===== src/rtl/matrix_transfer_ctrl.sv =====
// Moves one whole matrix between the 16-bit data memory and the A/B/C register bank.
// Loads read memory into bank A or B; a store reads bank C and writes it to memory.
module matrix_transfer_ctrl #(
  parameter int WORDS  = 13,
  parameter int ADDR_W = 9,
  parameter int RD_LAT = 2
) (
  input  logic              clk,
  input  logic              rst_n,
  input  logic              start,
  input  logic [1:0]        op,
  input  logic [ADDR_W-1:0] base_addr,
  output logic              busy,
  output logic              op_done,
  output logic              op_err,
  output logic [ADDR_W-1:0] mem_addr,
  output logic              mem_wren,
  output logic [15:0]       mem_wdata,
  input  logic [15:0]       mem_rdata,
  output logic              br_done,
  output logic [5:0]        br_endereco,
  output logic [15:0]       br_data_in,
  input  logic [15:0]       br_data_out
);

  typedef enum logic [3:0] {
    S_IDLE,
    S_LD_ISSUE,
    S_LD_WAIT,
    S_LD_STROBE,
    S_LD_RELEASE,
    S_ST_SETUP,
    S_ST_STROBE,
    S_ST_RELEASE,
    S_ST_WRITE,
    S_FINISH
  } state_t;

  state_t            state_q;
  logic              sel_b_q;
  logic [ADDR_W-1:0] base_q;
  logic [4:0]        idx_q;
  logic [2:0]        wait_q;

  logic              busy_q;
  logic              op_done_q;
  logic              op_err_q;
  logic [ADDR_W-1:0] mem_addr_q;
  logic              mem_wren_q;
  logic [15:0]       mem_wdata_q;
  logic              br_done_q;
  logic [5:0]        br_endereco_q;
  logic [15:0]       br_data_in_q;

  logic [4:0]        idx_d;
  logic              last_d;

  assign idx_d  = idx_q + 5'd1;
  assign last_d = (idx_d == 5'(WORDS));

  always_ff @(posedge clk or negedge rst_n) begin
    if (!rst_n) begin
      state_q       <= S_IDLE;
      sel_b_q       <= 1'b0;
      base_q        <= '0;
      idx_q         <= '0;
      wait_q        <= '0;
      busy_q        <= 1'b0;
      op_done_q     <= 1'b0;
      op_err_q      <= 1'b0;
      mem_addr_q    <= '0;
      mem_wren_q    <= 1'b0;
      mem_wdata_q   <= '0;
      br_done_q     <= 1'b0;
      br_endereco_q <= '0;
      br_data_in_q  <= '0;
    end else begin
      op_done_q  <= 1'b0;
      op_err_q   <= 1'b0;
      mem_wren_q <= 1'b0;
      // The STROBE states are the setup cycle: the registered strobe rises as
      // they end, so bank address/data are always stable a full cycle earlier.
      br_done_q  <= (state_q == S_LD_STROBE) || (state_q == S_ST_STROBE);

      unique case (state_q)
        S_IDLE: begin
          if (start) begin
            if (op == 2'b11) begin
              op_err_q <= 1'b1;
            end else begin
              sel_b_q <= op[0];
              base_q  <= base_addr;
              idx_q   <= '0;
              busy_q  <= 1'b1;
              if (op[1]) begin
                br_endereco_q <= {2'b10, 4'd0};
                state_q       <= S_ST_SETUP;
              end else begin
                mem_addr_q <= base_addr;
                state_q    <= S_LD_ISSUE;
              end
            end
          end
        end

        S_LD_ISSUE: begin
          wait_q  <= '0;
          state_q <= S_LD_WAIT;
        end

        S_LD_WAIT: begin
          if (wait_q == 3'(RD_LAT - 1)) begin
            br_data_in_q  <= mem_rdata;
            br_endereco_q <= {1'b0, sel_b_q, idx_q[3:0]};
            state_q       <= S_LD_STROBE;
          end else begin
            wait_q <= wait_q + 3'd1;
          end
        end

        S_LD_STROBE: state_q <= S_LD_RELEASE;

        S_LD_RELEASE: begin
          idx_q <= idx_d;
          if (last_d) begin
            state_q <= S_FINISH;
          end else begin
            mem_addr_q <= base_q + ADDR_W'(idx_d);
            state_q    <= S_LD_ISSUE;
          end
        end

        S_ST_SETUP:   state_q <= S_ST_STROBE;
        S_ST_STROBE:  state_q <= S_ST_RELEASE;
        S_ST_RELEASE: state_q <= S_ST_WRITE;

        S_ST_WRITE: begin
          // br_data_out was refreshed by the strobe two cycles back.
          mem_addr_q  <= base_q + ADDR_W'(idx_q);
          mem_wdata_q <= br_data_out;
          mem_wren_q  <= 1'b1;
          idx_q       <= idx_d;
          if (last_d) begin
            state_q <= S_FINISH;
          end else begin
            br_endereco_q <= {2'b10, idx_d[3:0]};
            state_q       <= S_ST_SETUP;
          end
        end

        S_FINISH: begin
          op_done_q <= 1'b1;
          busy_q    <= 1'b0;
          state_q   <= S_IDLE;
        end

        default: state_q <= S_IDLE;
      endcase
    end
  end

  assign busy        = busy_q;
  assign op_done     = op_done_q;
  assign op_err      = op_err_q;
  assign mem_addr    = mem_addr_q;
  assign mem_wren    = mem_wren_q;
  assign mem_wdata   = mem_wdata_q;
  assign br_done     = br_done_q;
  assign br_endereco = br_endereco_q;
  assign br_data_in  = br_data_in_q;

endmodule


===== config.mk =====
export PLATFORM = sky130hd
export DESIGN_NAME = matrix_transfer_ctrl
export DESIGN_NICKNAME = d
export VERILOG_FILES = /design/src/rtl/matrix_transfer_ctrl.sv
export SDC_FILE = /design/constraint.sdc
export NUM_CORES = 1
export LEC_CHECK = 0
export CORE_UTILIZATION = 53
export DETAILED_ROUTE_END_ITERATION = 10
export GPL_TIMING_DRIVEN = 1
export PLACE_DENSITY = 0.94
export SLEW_MARGIN = 20
export SYNTH_ARGS = -nofsm -noshare
export SYNTH_HDL_FRONTEND = slang
export SYNTH_SLANG_ARGS = --single-unit

===== constraint.sdc =====
create_clock -name clk -period 5.6 [get_ports clk]
set_input_delay 1.12 -clock clk [delete_from_list [all_inputs] [get_ports clk]]
set_output_delay 1.12 -clock clk [all_outputs]
set_load 0.02 [all_outputs]

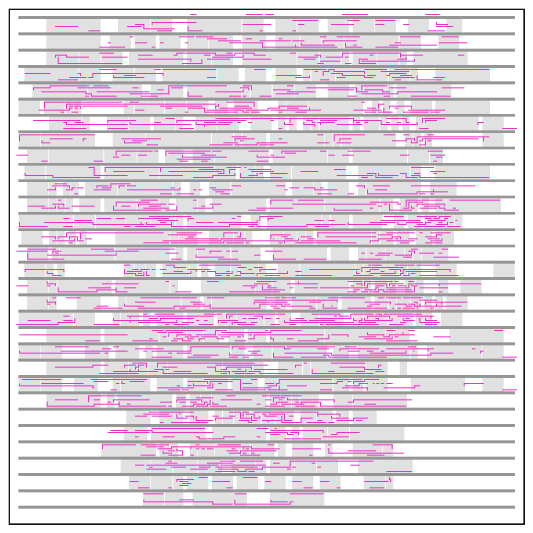
Fig. 1. The metal 1 layer.
Scale: 6 px per um. Supply wires on this layer in gray.
share of all routed wire	38%
nets with wire on the layer	449
main direction	horizontal
wire length on this layer	3600 um
longest straight run	24.8 um
Vias: 3024
Detailed Route WL: 9.44 mm
GRT met1 Usage: 0.321

==> flow_metrics.env <==
# physical design summary
export IMPL_dr_wl_met2_mm=5.05
export IMPL_wl_met3_um=421
export IMPL_r2r_end="mem_addr[6]$_DFFE_PN0P_"
export IMPL_tightest_slew_ps=926
export IMPL_placed_area_um2=4690
export IMPL_crit_path_start_kind="flop"
export IMPL_ys_seq_frac=0.500
export IMPL_crit_buf_inv=1
export IMPL_synthTopLogicFamily="simple AND/OR/NAND/NOR gates"
export IMPL_crit_path_end="mem_addr[6]$_DFFE_PN0P_"
export IMPL_antenna_cells=0
export IMPL_crit_arrival_ps=4380
export IMPL_crit_chain="or4b_1 -> inv_2 -> xnor2_1 -> ha_1 -> fa_1 -> a211oi_1 -> o21bai_1 -> and3_1 -> o31ai_1 -> mux2_2"
export IMPL_grt_max_degree=75
export IMPL_ys_sh_adder=0.0358
export IMPL_final_cell_mix="96 x clkdlybuf4s50_1, 75 x nand2_1, 74 x dfrtp_1"
export IMPL_worstSetupPathType="reg -> reg"
export IMPL_yosys_stat_area_um2=3700
export IMPL_holdCritStartpoint="mem_wdata[3]$_DFFE_PN0P_"
export IMPL_cts_root_buf="clkbuf_8"
export IMPL_aoi_share=0.111
export IMPL_rsz0062_at_grt="no"
export IMPL_fin_crit_ps=4070
export IMPL_leakage_nw=2.21
export IMPL_synthTopCellsByCount="75 x nand2_1, 74 x dfrtp_1, 29 x mux2_2, 19 x o21ai_0, 16 x nor2_1"
export IMPL_grt_pass1_wl_mm=15.3
export IMPL_syn_area_per_cell_um2=10.6
export IMPL_top_usage_layer="met2"
export IMPL_finalHoldViolCount=0
export IMPL_ys_cells=348
export IMPL_cp_top_family="simple AND/OR/NAND/NOR gates"
export IMPL_fp_nets=404
export IMPL_placementRows=30
export IMPL_worst_path_max_fanout=25
export IMPL_hpwlAfterDp_mm=6.39
export IMPL_finalClockSkew_ps=11.6
export IMPL_first_pass_iters=6
export IMPL_post_cts_buffers=0
export IMPL_gp_congestion=0.894
export IMPL_synth_warnings=0
export IMPL_antenna_left=0
export IMPL_wl_met1_mm=3.60
export IMPL_clkSlewWorstSetupHoldPaths_ps=80
export IMPL_fp_util=0.548
export IMPL_min_path_type="reg -> reg"
export IMPL_cts_hold_buf=0
export IMPL_status="complete, no violations"
export IMPL_worstSkewPairLatency_ps=370
export IMPL_final_common_cell="clkdlybuf4s50_1"
export IMPL_antenna_found_initial=0
export IMPL_topRoutingLayerUsed="met4"
export IMPL_io_buffers=97
export IMPL_most_common_cell="nand2_1"
export IMPL_ir_drop_mv=0.378
export IMPL_pin_count=98
export IMPL_rrSetupSlack_ps=1530
export IMPL_ys_sh_simple=0.157
export IMPL_drtIter0Drc=219
export IMPL_finalCritPeriodShare=0.727
export IMPL_xor_share=0.0284
export IMPL_finalSetupViolCount=0
export IMPL_r2r_start="state_q[3]$_DFFE_PN0P_"
export IMPL_coreArea_um2=6760
export IMPL_crit_slowest_cell="or4b_1"
export IMPL_post_place_ws_ps=1660
export IMPL_grt_ovfl_total=0
export IMPL_holdWs_ps=487
export IMPL_drive_gt1_frac=0.155
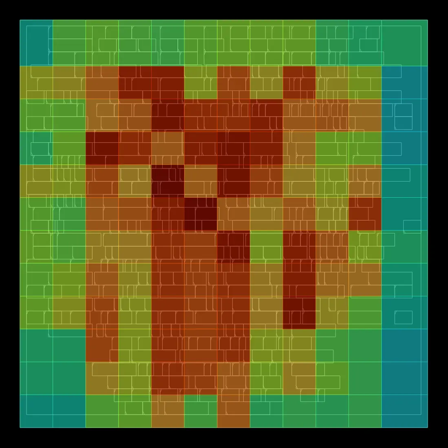
Fig. 2. Congestion heat map.
Global Route Usage Sum: 0.276
Util after Layout: 0.726
met3 Track Usage GR: 0.0462
WL/cell: 17.9 um

[report_power, final]
group / switching (mW) / leakage [nW] / total, mW / internal [mW]
clock network: 0.222 / 0.107 / 0.445 / 0.223
logic: 0.762 / 1.21 / 1.49 / 0.725
registers: 0.220 / 0.893 / 0.986 / 0.766
total: 1.20 / 2.21 / 2.92 / 1.71
[cell type report]
class,count,area [um2]
clock buffers,10,138
clock inverters,6,73.8
fillers,436,1850
inverters,14,52.6
multi-input cells,244,1710
flip-flops and latches,74,1850
well taps,80,100
repair buffers,98,976
[registers in the layout (all words and copies together) (netlist names), 3 cells and up]
name         flops
mem_addr         9
mem_wdata       16
state_q          4
wait_q           3
idx_q            5
br_data_in      16
br_endereco      6
base_q           9
Power figures rest on the tool's default switching activity, not on a simulated workload.
